Design im_bootloader, sky130hd; sources not shown.
wires.png
The bar under the picture is 20 µm long.
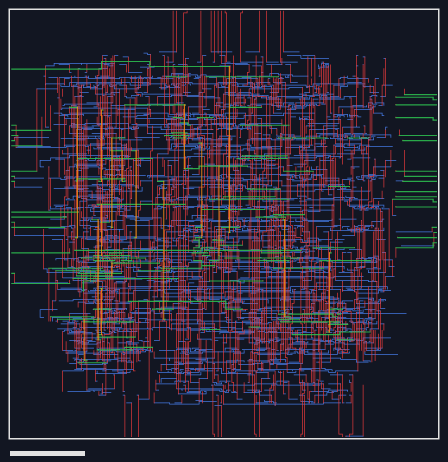
colour	layer	wire length
red	metal 2	7340 µm
blue	metal 1	6290 µm
orange	metal 4	375 µm
green	metal 3	1180 µm
WL/cell: 16.6 µm
drt total wl: 15200 µm
Vias: 5327

sizes.png
The bar under the picture is 20 µm long.
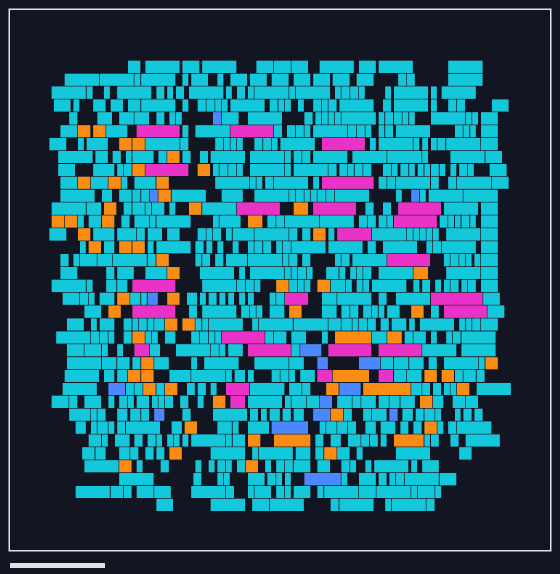
colour	size	cells	share
magenta	_6 and larger	25	3.2%
cyan	_0 and _1 cells	681	87%
orange	_3 and _4 cells	62	7.9%
blue	_2 cells	15	1.9%
Final Worst Setup Slack: 0.166 ns
post-route cell area: 6930 µm²
area delta synth->final: 28.8%
Non-CTS buffers: 113

io_fan.png
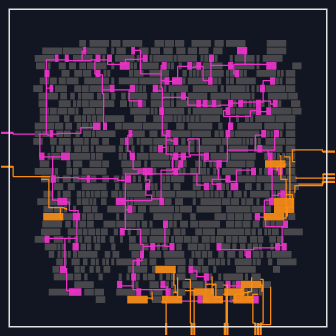
colour	port	bits	direction	edge	end cells	buffers	wire
orange	`waddr`	13	output	8 bottom, 4 right, 1 left	13	13	350 µm
magenta	`rst`	1	input	left	117	3	995 µm
PortBufs: 59
num ports: 60

==> flow_summary.json <==
{
  "cts_resized": 0,
  "die_h_um": 114,
  "use_met2_pct": 39.0,
  "pg_comb_w": 0.000312,
  "busiest_layer": "met2",
  "dpl.hpwl_um": 10400,
  "cts_root_buf": "clkbuf_8",
  "yosysWarnings": 0,
  "sequentialPower_w": 0.00195,
  "seq_area_share_pct": 33.6,
  "r2r_cells": 7,
  "hold_viol_final": 0,
  "antenna_left": 0,
  "synth-xor-area-share_pct": 4.07,
  "slew_headroom_pct": 54.7,
  "grt_pass1_wl_um": 25000,
  "worstSetupPathDepth": 7,
  "timing.fmax_mhz": 448,
  "place_ws_ns": -0.150,
  "slowest_delay_ns": 0.51,
  "use_met3_pct": 5.97,
  "holdCritPathClass": "primary input to register",
  "end_kind": "register",
  "inv_count": 14,
  "logic_gates": 508,
  "area_dominant_class": "logic gates",
  "nClkBuffers": 18,
  "async_flop_share_pct": 0,
  "comb_share_pct": 40.6,
  "cp_data_arrival_time_ns": 2.62,
  "antenna_found_initial": 0,
  "num-fill-cells": 728,
  "synthesis.nets": 713,
  "detail_route.vias_per_cell": 5.84,
  "dp_cells": 879,
  "syn_avg_cell_area_um2": 7.83,
  "htree_levels": 4,
  "synth-edff-count": 0,
  "final.setup.tns_ns": 0,
  "ys_cells": 687,
  "lay_top_count": "nand2_1",
  "power_frac_comb_pct": 6.6,
  "wl_met3_um": 1180,
  "synth-seq-cells": 116,
  "wl_met1_um": 6290,
  "path_clk_slew_ns": 0.06,
  "crit_chain": "nand3_4, nor3_1, xnor2_1, o21ai_0, nor4_2, buf_4, o22ai_1",
  "seqPwrFrac_pct": 41.4,
  "clk_latency_ns": 0.51,
  "chip_area_um2": 13000,
  "chipWidth_um": 114,
  "path_max_fanout": 9,
  "tapCellCount": 129,
  "openroad.warnings": 30,
  "top_layer": "met4",
  "initCoreUtil_pct": 57.9,
  "rsz0062_at_grt": "false",
  "slew_violations": 0,
  "tightest_slew_ns": 0.680,
  "dpl_cell_area_um2": 6330,
  "period_used_pct": 93.1,
  "synthCells": 687,
  "ys_top_cells_by_area": "dfxtp_1, nand2_1, a21oi_1",
  "layout.nets": 796,
  "place_congestion": 0.920,
  "p_sw_share_pct": 24.3,
  "logic_family": "simple AND/OR/NAND/NOR gates",
  "yosys-mux-area-fraction_pct": 0,
  "seq_area_um2": 2320,
  "adder_share_pct": 3.63,
  "drc": 0,
  "ff_count": 116,
  "compound_area_share_pct": 18.5,
  "netlist.area_leader.share_pct": 43.2,
  "cts_hold_buf": 0,
  "grt_max_degree": 47,
  "power_leader": "clock",
  "clk-power_w": 0.00246,
  "skew_ns": 0.0110,
  "drive_above_1_share_pct": 13.0,
  "path_delay_family": "simple AND/OR/NAND/NOR gates",
  "peakVddDrop_mv": 0.427,
  "gr-total-overflow": 0,
  "yosysTopAreaCell": "dfxtp_1",
  "track_usage_pct": 23.9,
  "cts_tree": "built",
  "simple_gate_area_share_pct": 25.7,
  "synth.cell_area_um2": 5380,
  "core_region_area_um2": 9280,
  "rows": 35,
  "p_clk_share_pct": 52.0,
  "cts_buffers": 17,
  "ff_type": "dfxtp_1",
  "yosys-top-cells-count": "nand2_1, dfxtp_1, a21oi_1",
  "hold_ws_ns": 0.270,
  "r2r_setup_slack_ns": 0.17,
  "cap_violations": 0,
  "ys_seq_share_pct": 43.2,
  "mostFrequentLayoutCells": "nand2_1, a21oi_1, dfxtp_1",
  "slowest_stage": "dfxtp_1",
  "cp.buffers_inverters": 1,
  "power_density_nw_per_um2": 682,
  "route.met2.wl_um": 7340,
  "clock_path_buffers": 2,
  "outcome": "completed",
  "grt_pass1_vias": 5120,
  "buffer_area_share_pct": 14.4,
  "crit_type": "register to register",
  "ys_chip_area_um2": 5380,
  "cp.required_ns": 2.78,
  "top_cell": "nand2_1",
  "num_antenna_cells": 0,
  "area.combinational_um2": 2810,
  "setup_violations": 0,
  "largest_reg_flops": 32,
  "leakagePower_nw": 2.55,
  "use_met1_pct": 29.7,
  "clk_share_pct": 8.36,
  "fin_crit_ns": 2.23,
  "hold_depth": 2,
  "fin_util_pct": 74.6,
  "total_power_w": 0.00472,
  "firstDrtPassIters": 5,
  "p_switching_w": 0.00115,
  "postCtsSetupRepairBufs": 0,
  "p_int_w": 0.00358,
  "synth.distinct_cells": 55,
  "start_kind": "register",
  "dr.first_iter.drc_count": 605
}
